===== src/rtl/enc_arb_pkg.sv =====
`default_nettype none
// ============================================================================
// Module   : enc_arb_pkg
// Brief    : Shared constants for enc_share_arbiter: datapath widths, FSM
//            state encoding and sweep length. SWEEP state exists only when
//            ENC_ARB_SWEEP_EN is defined.
// Revision : 1.0 - initial release
// ============================================================================
package enc_arb_pkg;

  localparam int DP_DATA_W = 4;
  localparam int DP_RES_W  = 3;
  localparam int SWEEP_OPS = 32;

  localparam logic [1:0] c_st_idle  = 2'd0;
  localparam logic [1:0] c_st_drive = 2'd1;
  localparam logic [1:0] c_st_resp  = 2'd2;
`ifdef ENC_ARB_SWEEP_EN
  localparam logic [1:0] c_st_sweep = 2'd3;
`endif

endpackage
`default_nettype wire


===== src/rtl/rr_arbiter.sv =====
`default_nettype none
// ============================================================================
// Module   : rr_arbiter
// Brief    : Combinational round-robin picker. Grants the first requester at
//            or after ptr, wrapping modulo NUM_REQ. One-hot grant plus index.
// Revision : 1.0 - initial release
// ============================================================================
module rr_arbiter #(
  parameter int NUM_REQ = 4,
  parameter int ID_W    = $clog2(NUM_REQ)
) (
  input  logic [NUM_REQ-1:0] req,
  input  logic [ID_W-1:0]    ptr,
  output logic [NUM_REQ-1:0] grant,
  output logic [ID_W-1:0]    grant_idx,
  output logic               grant_valid
);

  // Scan candidates in rotated order starting at ptr; first hit wins
  always_comb begin
    grant       = '0;
    grant_idx   = '0;
    grant_valid = 1'b0;
    for (int off = 0; off < NUM_REQ; off++) begin
      for (int i = 0; i < NUM_REQ; i++) begin
        if (!grant_valid && req[i] && (i == ((int'(ptr) + off) % NUM_REQ))) begin
          grant[i]    = 1'b1;
          grant_idx   = ID_W'(i);
          grant_valid = 1'b1;
        end
      end
    end
  end

endmodule
`default_nettype wire


===== src/rtl/enc_share_arbiter.sv =====
`default_nettype none
// ============================================================================
// Module   : enc_share_arbiter
// Brief    : Time-shares one 4-bit/1-bit -> 3-bit combinational datapath
//            among NUM_REQ requesters. Round-robin grant, operands held for
//            SETTLE_CYCLES, result returned with the requester id.
//            Optional self-sweep mode under macro ENC_ARB_SWEEP_EN.
// Revision : 1.0 - initial release
// ============================================================================
module enc_share_arbiter
  import enc_arb_pkg::*;
#(
  parameter int NUM_REQ       = 4,
  parameter int SETTLE_CYCLES = 1,
  parameter int ID_W          = $clog2(NUM_REQ)
) (
  input  logic                 clk,
  input  logic                 rst,
  input  logic [NUM_REQ-1:0]   req_valid,
  input  logic [4*NUM_REQ-1:0] req_data,
  input  logic [NUM_REQ-1:0]   req_select,
  output logic [NUM_REQ-1:0]   req_ready,
  output logic [3:0]           dp_data,
  output logic                 dp_select,
  input  logic [2:0]           dp_out,
  output logic                 rsp_valid,
  output logic [ID_W-1:0]      rsp_id,
  output logic [2:0]           rsp_result,
  input  logic                 rsp_ready,
  output logic                 busy
`ifdef ENC_ARB_SWEEP_EN
  ,
  input  logic                 sweep_start,
  output logic                 sweep_done,
  output logic [2:0]           sweep_sig
`endif
);

  localparam logic [3:0]      c_settle_last = 4'(SETTLE_CYCLES - 1);
  localparam logic [ID_W-1:0] c_last_id     = ID_W'(NUM_REQ - 1);

  logic [1:0]           r_state;
  logic [ID_W-1:0]      r_ptr;
  logic [3:0]           r_cnt;
  logic [ID_W-1:0]      r_cur_id;
  logic [DP_DATA_W-1:0] r_dp_data;
  logic                 r_dp_select;
  logic                 r_rsp_valid;
  logic [ID_W-1:0]      r_rsp_id;
  logic [DP_RES_W-1:0]  r_rsp_result;

  logic [NUM_REQ-1:0]   w_grant;
  logic [ID_W-1:0]      w_grant_idx;
  logic                 w_grant_valid;
  logic [ID_W-1:0]      w_ptr_next;
  logic [DP_DATA_W-1:0] w_sel_data;
  logic                 w_sel_select;
  logic                 w_idle_open;

`ifdef ENC_ARB_SWEEP_EN
  localparam logic [4:0] c_sweep_last = 5'(SWEEP_OPS - 1);
  logic [4:0]          r_sweep_op;
  logic                r_sweep_done;
  logic [DP_RES_W-1:0] r_sweep_sig;
  logic [4:0]          w_op_next;
  assign w_op_next   = r_sweep_op + 5'd1;
  // A sweep request pre-empts requesters in the same IDLE cycle
  assign w_idle_open = (r_state == c_st_idle) && !sweep_start;
  assign sweep_done  = r_sweep_done;
  assign sweep_sig   = r_sweep_sig;
`else
  assign w_idle_open = (r_state == c_st_idle);
`endif

  rr_arbiter #(
    .NUM_REQ (NUM_REQ),
    .ID_W    (ID_W)
  ) u_rr (
    .req         (req_valid),
    .ptr         (r_ptr),
    .grant       (w_grant),
    .grant_idx   (w_grant_idx),
    .grant_valid (w_grant_valid)
  );

  assign w_ptr_next = (w_grant_idx == c_last_id) ? '0 : w_grant_idx + ID_W'(1);

  // Route the granted requester's operands toward the datapath registers
  always_comb begin
    w_sel_data   = '0;
    w_sel_select = 1'b0;
    for (int i = 0; i < NUM_REQ; i++) begin
      if (w_grant[i]) begin
        w_sel_data   = req_data[i*DP_DATA_W +: DP_DATA_W];
        w_sel_select = req_select[i];
      end
    end
  end

  assign req_ready  = w_idle_open ? w_grant : '0;
  assign dp_data    = r_dp_data;
  assign dp_select  = r_dp_select;
  assign rsp_valid  = r_rsp_valid;
  assign rsp_id     = r_rsp_id;
  assign rsp_result = r_rsp_result;
  assign busy       = (r_state != c_st_idle);

  // Main FSM: accept -> hold operands for the settle window -> respond
  always_ff @(posedge clk or posedge rst) begin
    if (rst) begin
      r_state      <= c_st_idle;
      r_ptr        <= '0;
      r_cnt        <= '0;
      r_cur_id     <= '0;
      r_dp_data    <= '0;
      r_dp_select  <= 1'b0;
      r_rsp_valid  <= 1'b0;
      r_rsp_id     <= '0;
      r_rsp_result <= '0;
`ifdef ENC_ARB_SWEEP_EN
      r_sweep_op   <= '0;
      r_sweep_done <= 1'b0;
      r_sweep_sig  <= '0;
`endif
    end else begin
`ifdef ENC_ARB_SWEEP_EN
      r_sweep_done <= 1'b0;
`endif
      case (r_state)
        c_st_idle: begin
`ifdef ENC_ARB_SWEEP_EN
          if (sweep_start) begin
            r_state     <= c_st_sweep;
            r_cnt       <= '0;
            r_sweep_op  <= '0;
            r_sweep_sig <= '0;
            r_dp_data   <= '0;
            r_dp_select <= 1'b0;
          end else if (w_grant_valid) begin
`else
          if (w_grant_valid) begin
`endif
            r_state     <= c_st_drive;
            r_cnt       <= '0;
            r_dp_data   <= w_sel_data;
            r_dp_select <= w_sel_select;
            r_cur_id    <= w_grant_idx;
            r_ptr       <= w_ptr_next;
          end
        end
        c_st_drive: begin
          if (r_cnt == c_settle_last) begin
            r_rsp_result <= dp_out;
            r_rsp_id     <= r_cur_id;
            r_rsp_valid  <= 1'b1;
            r_state      <= c_st_resp;
          end else begin
            r_cnt <= r_cnt + 4'd1;
          end
        end
        c_st_resp: begin
          if (r_rsp_valid && rsp_ready) begin
            r_rsp_valid <= 1'b0;
            r_state     <= c_st_idle;
          end
        end
`ifdef ENC_ARB_SWEEP_EN
        c_st_sweep: begin
          if (r_cnt == c_settle_last) begin
            r_sweep_sig <= r_sweep_sig ^ dp_out;
            r_cnt       <= '0;
            if (r_sweep_op == c_sweep_last) begin
              r_state      <= c_st_idle;
              r_sweep_done <= 1'b1;
            end else begin
              // Op k drives data k/2 with select k%2
              r_sweep_op  <= w_op_next;
              r_dp_data   <= w_op_next[4:1];
              r_dp_select <= w_op_next[0];
            end
          end else begin
            r_cnt <= r_cnt + 4'd1;
          end
        end
`endif
        default: r_state <= c_st_idle;
      endcase
    end
  end

endmodule
`default_nettype wire


===== config.mk =====
export PLATFORM = sky130hd
export DESIGN_NAME = enc_share_arbiter
export DESIGN_NICKNAME = d
export VERILOG_FILES = /design/src/rtl/enc_arb_pkg.sv /design/src/rtl/rr_arbiter.sv /design/src/rtl/enc_share_arbiter.sv
export SDC_FILE = /design/constraint.sdc
export NUM_CORES = 1
export LEC_CHECK = 0
export ABC_AREA = 1
export CELL_PAD_IN_SITES_DETAIL_PLACEMENT = 1
export CELL_PAD_IN_SITES_GLOBAL_PLACEMENT = 2
export CORE_MARGIN = 2
export CORE_UTILIZATION = 24
export DETAILED_ROUTE_END_ITERATION = 7
export GPL_TIMING_DRIVEN = 0
export PLACE_DENSITY_LB_ADDON = 0.15
export SYNTH_ARGS = -nofsm -noshare
export SYNTH_HDL_FRONTEND = slang
export SYNTH_SLANG_ARGS = --single-unit

===== constraint.sdc =====
create_clock -name clk -period 2.45 [get_ports clk]
set_input_delay 0.245 -clock clk [delete_from_list [all_inputs] [get_ports clk]]
set_output_delay 0.245 -clock clk [all_outputs]
set_load 0.01 [all_outputs]

Run 1, routing congestion:
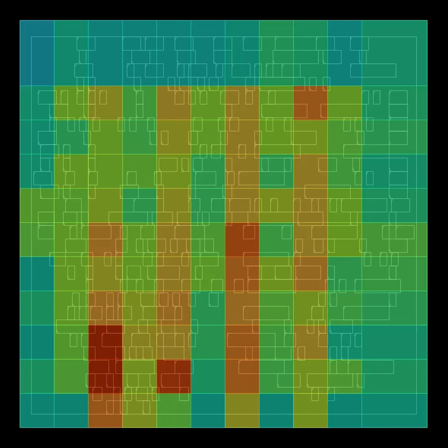
GR Util All Layers: 14.64%
GRT busiest layer: met2
met3 GRT Util: 1.630%

Run 1, M3 wires:
Scale bar: 20 um.
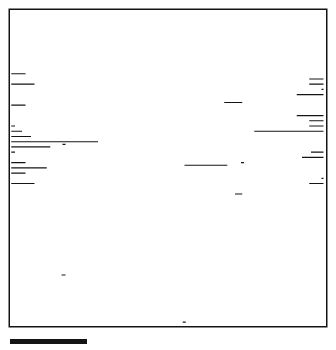
main direction: horizontal
share of all routed wire: 3.3%
longest straight run: 22.3 um
nets with wire on the layer: 28
via count: 1586
final wirelength: 4583 um

Run 1, where the registers sit:
Other sequential cells in the stronger grey, the rest of the logic in the fainter grey.
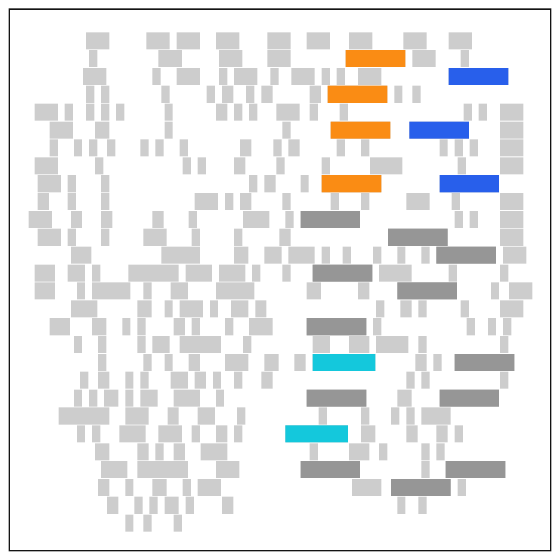
[blue] `rsp_result` | sequential cells: 3
[orange] `dp_data` | sequential cells: 4
[cyan] `r_ptr` | sequential cells: 2
post-layout util: 38.10%
Seq/total area: 23.41%

Run 1, M2 wires:
Cells faint in the background.
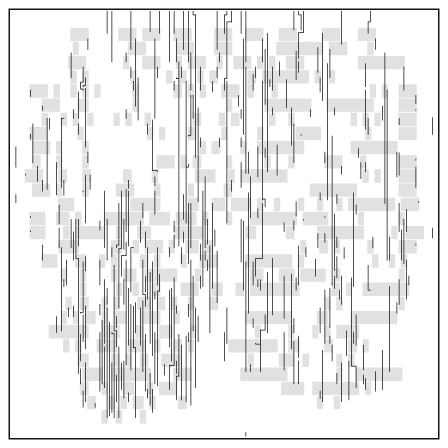
share of all routed wire: 48%
nets with wire on the layer: 256
wire length on this layer: 2210 um
M2 GR Usage: 24.11%

==> results.py, run 1 <==
# Generated from Yosys and OpenROAD reports
metrics = {
    "cells_and_area": {
        "synthToLayoutAreaGrowth_pct": 53.71,
        "clock_buffers": 4,
        "lay_top_cells": "81 x nand2_1, 37 x clkdlybuf4s50_1, 35 x inv_1",
        "lay_top_count": "nand2_1",
        "drive_above_1_share_pct": 17.07,
        "design_area_mm2": 0.002256,
        "seqCellArea_um2": 528.0,
        "seq_cell_count": 21,
        "buf_share_pct": 22.52,
        "nets": 320,
        "antenna_cells": 0,
        "logic_area_um2": 925.9,
        "inverters": 40,
        "dominant-cell-class": "multi-input combinational cells",
    },
    "clock_tree": {
        "postCtsHoldBufs": 0,
        "cts_max_path_buffers": 2,
        "cts_tree": "done",
        "clkTransAtPathRegs_ns": 0.07,
        "h-tree-depth": 1,
    },
    "power_and_ir_drop": {
        "power.internal_mw": 1.407,
        "powerDensity_mw_per_mm2": 1213,
        "clockPowerShare_pct": 8.3,
        "p_comb_share_pct": 68.5,
        "p_seq_share_pct": 23.2,
        "pwr.group.clock_mw": 0.227,
        "netSwitchingFraction_pct": 48.60,
        "ir_drop_v": 0.0003833,
        "p_leak_nw": 1.184,
        "p_total_mw": 2.737,
        "net-switching-power_mw": 1.330,
        "seq_power_mw": 0.636,
    },
    "sta": {
        "setup_viol": 2,
        "fin_skew_ns": 0.001287,
        "maxSlewHeadroom_pct": 46.71,
        "tns_ns": -0.1171,
        "worst_slack_ns": -0.1029,
        "rsz0062_at_grt": "yes",
        "finalCriticalPeriod_ns": 2.553,
        "post-route-period-util_pct": 104.2,
    },
    "detailed_routing": {
        "wl_met2_um": 2213,
        "wl_met3_um": 150,
        "routed.top_layer": "met4",
        "ant_nets": 0,
        "post-route-drc-count": 0,
        "viasPerCell": 4.381,
        "wl_per_cell_um": 12.66,
        "drtPass1Iterations": 4,
    },
    "synthesis": {
        "synth-edff-count": 0,
        "common_cells": "83 x nand2_1, 38 x inv_1, 23 x nor2_1",
        "syn_avg_cell_area_um2": 6.409,
        "adder_share_pct": 1.705,
        "ys_sh_mux_pct": 0,
        "synth_warnings": 0,
        "synth_area_mm2": 0.001468,
        "ys_sh_simple_pct": 43.99,
        "synth_seq_share_pct": 35.81,
        "synth_top_area_share_pct": 35.81,
        "fp_nets": 261,
        "largest_area_cell": "dfrtp_1",
    },
    "critical_path": {
        "cp.arrival_ns": 2.31,
        "crit_slowest_cell": "dfrtp_2",
        "cp-endpoint": "req_ready[2]",
        "cp-startpoint": "r_ptr[0]",
        "required_ns": 2.20,
        "crit_path_frequent_cell": "nand3_2",
        "worst_setup_path_end_kind": "output pin",
        "crit_chain": "inv_2, nand3_2, nand3_2, nor2_4, nand4_4, nor2_4, nand4_4, buf_4, nor3_4, nand3_2, nand3_2, o21ai_4, nor2_1, buf_2",
        "r2r_cells": 16,
        "crit_cells": 14,
        "crit_fanout": 6,
    },
    "placed_design": {
        "postPlaceCellArea_mm2": 0.002012,
        "portBuffers": 45,
    },
    "die": {
        "dieArea_mm2": 0.006757,
        "initCoreUtil_pct": 24.79,
        "die_y_um": 82.20,
    },
    "global_route": {
        "antenna_found_initial": 0,
        "use_met1_pct": 19.81,
        "overflow": 0,
        "grt_pass1_vias": 1616,
        "grt_max_degree": 22,
    },
    "flow_run": {
        "cap_violations": 0,
    },
    "status": {
        "status": "finished, violations left",
        "violations": "setup timing",
    },
}
Run 1, gate families picked out:
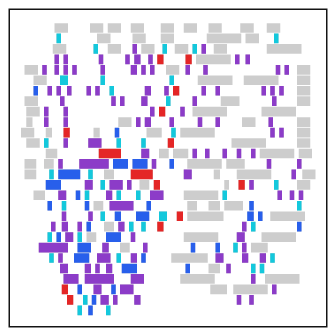

==> run 1 -> run 2 <==
Settings changed: CORE_UTILIZATION 24 to 25, SYNTH_HIERARCHICAL set to 1.
Run 2, gate families picked out:
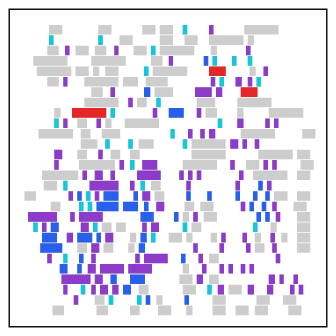
[blue] nor cells | cells: 37
[purple] nand cells | cells: 103
[cyan] inv cells | cells: 34
[red] fa/ha/maj cells | cells: 3

Run 2, routing congestion:
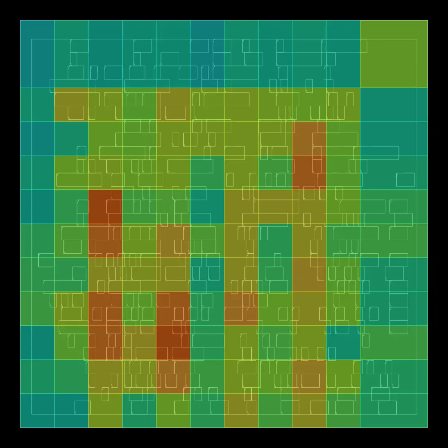
post-layout util: 40.21%
WL/cell: 12.29 um
GR Util All Layers: 13.33%
M2 GR Usage: 23.23%

==> results.py, run 2 <==
# Generated from Yosys and OpenROAD reports
metrics = {
    "die": {
        "initCoreUtil_pct": 25.99,
        "taps": 75,
        "die_y_um": 82.68,
        "fp-row-count": 28,
        "core_area_mm2": 0.005956,
        "pin_count": 46,
        "die_x_um": 82.68,
        "dieArea_mm2": 0.006836,
    },
    "power_and_ir_drop": {
        "comb_power_mw": 2.18,
        "p_total_mw": 3.028,
        "net-switching-power_mw": 1.430,
        "pwr.group.clock_mw": 0.228,
        "p_comb_share_pct": 72.0,
        "power.internal_mw": 1.597,
        "ir_drop_v": 0.0004062,
        "p_leak_nw": 1.143,
        "netSwitchingFraction_pct": 47.24,
        "powerDensity_mw_per_mm2": 1264,
        "p_seq_share_pct": 20.5,
        "seq_power_mw": 0.620,
        "clockPowerShare_pct": 7.5,
    },
    "critical_path": {
        "worst-path-buf-inv": 2,
        "crit_type": "flip-flop to output pin",
        "crit_chain": "nor2_4, nand2_2, nand3_4, nor2_4, nand4_4, nor2_4, nand4_4, nor2_4, nand4_1, nand4_1, inv_2, nor2_1, buf_2",
        "worst_setup_path_end_kind": "output pin",
        "r2r_cells": 17,
        "cp-start-kind": "flip-flop",
        "cp.arrival_ns": 2.21,
        "r2r_slack_ns": 0.07,
        "crit_path_frequent_cell": "nor2_4",
        "cp-endpoint": "req_ready[2]",
        "critPathMaxStageDelay_ns": 0.49,
        "crit_cells": 13,
        "crit_fanout": 6,
        "required_ns": 2.20,
        "crit_family": "simple AND/OR/NAND/NOR gates",
        "worstReg2RegEnd": "r_ptr[1]",
        "cp-startpoint": "r_ptr[0]",
        "crit_slowest_cell": "dfrtp_2",
    },
    "cells_and_area": {
        "clock_buffers": 3,
        "nets": 325,
        "design_area_mm2": 0.002395,
        "lay_top_count": "nand2_1",
        "logic_area_um2": 999.7,
        "seq_cell_count": 21,
        "seqCellArea_um2": 528.0,
        "buffers": 67,
        "inverters": 34,
        "lay_top_cells": "70 x nand2_1, 38 x clkdlybuf4s50_1, 25 x inv_1",
        "dominant-cell-class": "multi-input combinational cells",
        "stdcell_count": 366,
        "drive_above_1_share_pct": 26.80,
        "comb_area_share_pct": 41.74,
        "seq_share_pct": 22.05,
        "synthToLayoutAreaGrowth_pct": 54.73,
        "antenna_cells": 0,
        "buf_share_pct": 25.03,
    },
    "synthesis": {
        "yosys.area_share.aoi_pct": 9.378,
        "syn-instance-count": 222,
        "common_cells": "77 x nand2_1, 32 x inv_1, 24 x nor2_1",
        "synth_top_area_share_pct": 33.95,
        "ys_sh_simple_pct": 43.98,
        "syn_avg_cell_area_um2": 6.972,
        "adder_share_pct": 2.425,
        "async_flop_share_pct": 100.0,
        "synth_seq_share_pct": 33.95,
        "numSynthFlops": 21,
        "synth.comb.largest_family": "simple AND/OR/NAND/NOR gates",
        "ys_area_mm2": 0.001548,
        "ys_cells": 222,
        "flop_cell": "dfrtp_1",
        "largest_area_cell": "dfrtp_1",
        "top_cell": "nand2_1",
        "synth_area_mm2": 0.001548,
        "synth_warnings": 6,
        "ys_sh_mux_pct": 0,
        "fp_nets": 255,
        "synth-edff-count": 0,
    },
    "sta": {
        "maxSlewHeadroom_pct": 44.95,
        "hold_slack_ns": 0.4413,
        "finalHoldViolations": 0,
        "finalCriticalPeriod_ns": 2.453,
        "post-route-period-util_pct": 100.1,
        "max_freq_ghz": 0.4076,
        "rsz0062_at_grt": "yes",
        "setup_viol": 1,
        "maxSlewViolCount": 0,
        "fin_skew_ns": 0.007612,
        "worst_slack_ns": -0.003166,
        "tns_ns": -0.003166,
    },
    "status": {
        "status": "finished, violations left",
        "violations": "setup timing",
    },
    "placed_design": {
        "gp_congestion": 0.7906,
        "portBuffers": 45,
        "postPlaceCellArea_mm2": 0.002092,
        "hpwl_um": 3340,
        "dpl.cell_count": 342,
        "pre_cts_slack_ns": -0.8428,
    },
    "detailed_routing": {
        "routed.top_layer": "met4",
        "post-route-drc-count": 0,
        "drtPass1Iterations": 4,
        "viasPerCell": 4.418,
        "wl_met3_um": 146,
        "wirelength_um": 4499,
        "drtIter0Drc": 27,
        "wl_met2_um": 2226,
        "m1WireLength_um": 2100,
        "vias": 1617,
        "ant_nets": 0,
    },
    "clock_tree": {
        "cts_resized": 33,
        "post-cts-setup-buffer-count": 13,
        "postCtsHoldBufs": 0,
        "h-tree-depth": 1,
        "cts_tree": "done",
        "cts_buffers": 3,
        "clock_sinks": 21,
        "cts_max_path_buffers": 2,
        "clkTransAtPathRegs_ns": 0.08,
        "clock.latency.late_pin_ns": 0.26,
    },
    "global_route": {
        "busiest_layer": "met2",
        "met3_usage_pct": 3.043,
        "overflow": 0,
        "antenna_found_initial": 0,
        "grt_pass1_vias": 1567,
        "use_met1_pct": 17.33,
        "grt_max_degree": 22,
        "grt_first_pass_wirelength_um": 7086,
    },
    "flow_run": {
        "cap_violations": 0,
        "warning_count": 29,
    },
}
Run 2, M3 wires:
Scale bar: 20 um.
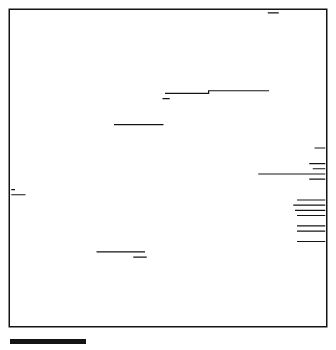
longest straight run: 17.3 um
wire length on this layer: 146 um
main direction: horizontal
share of all routed wire: 3.3%
nets with wire on the layer: 18

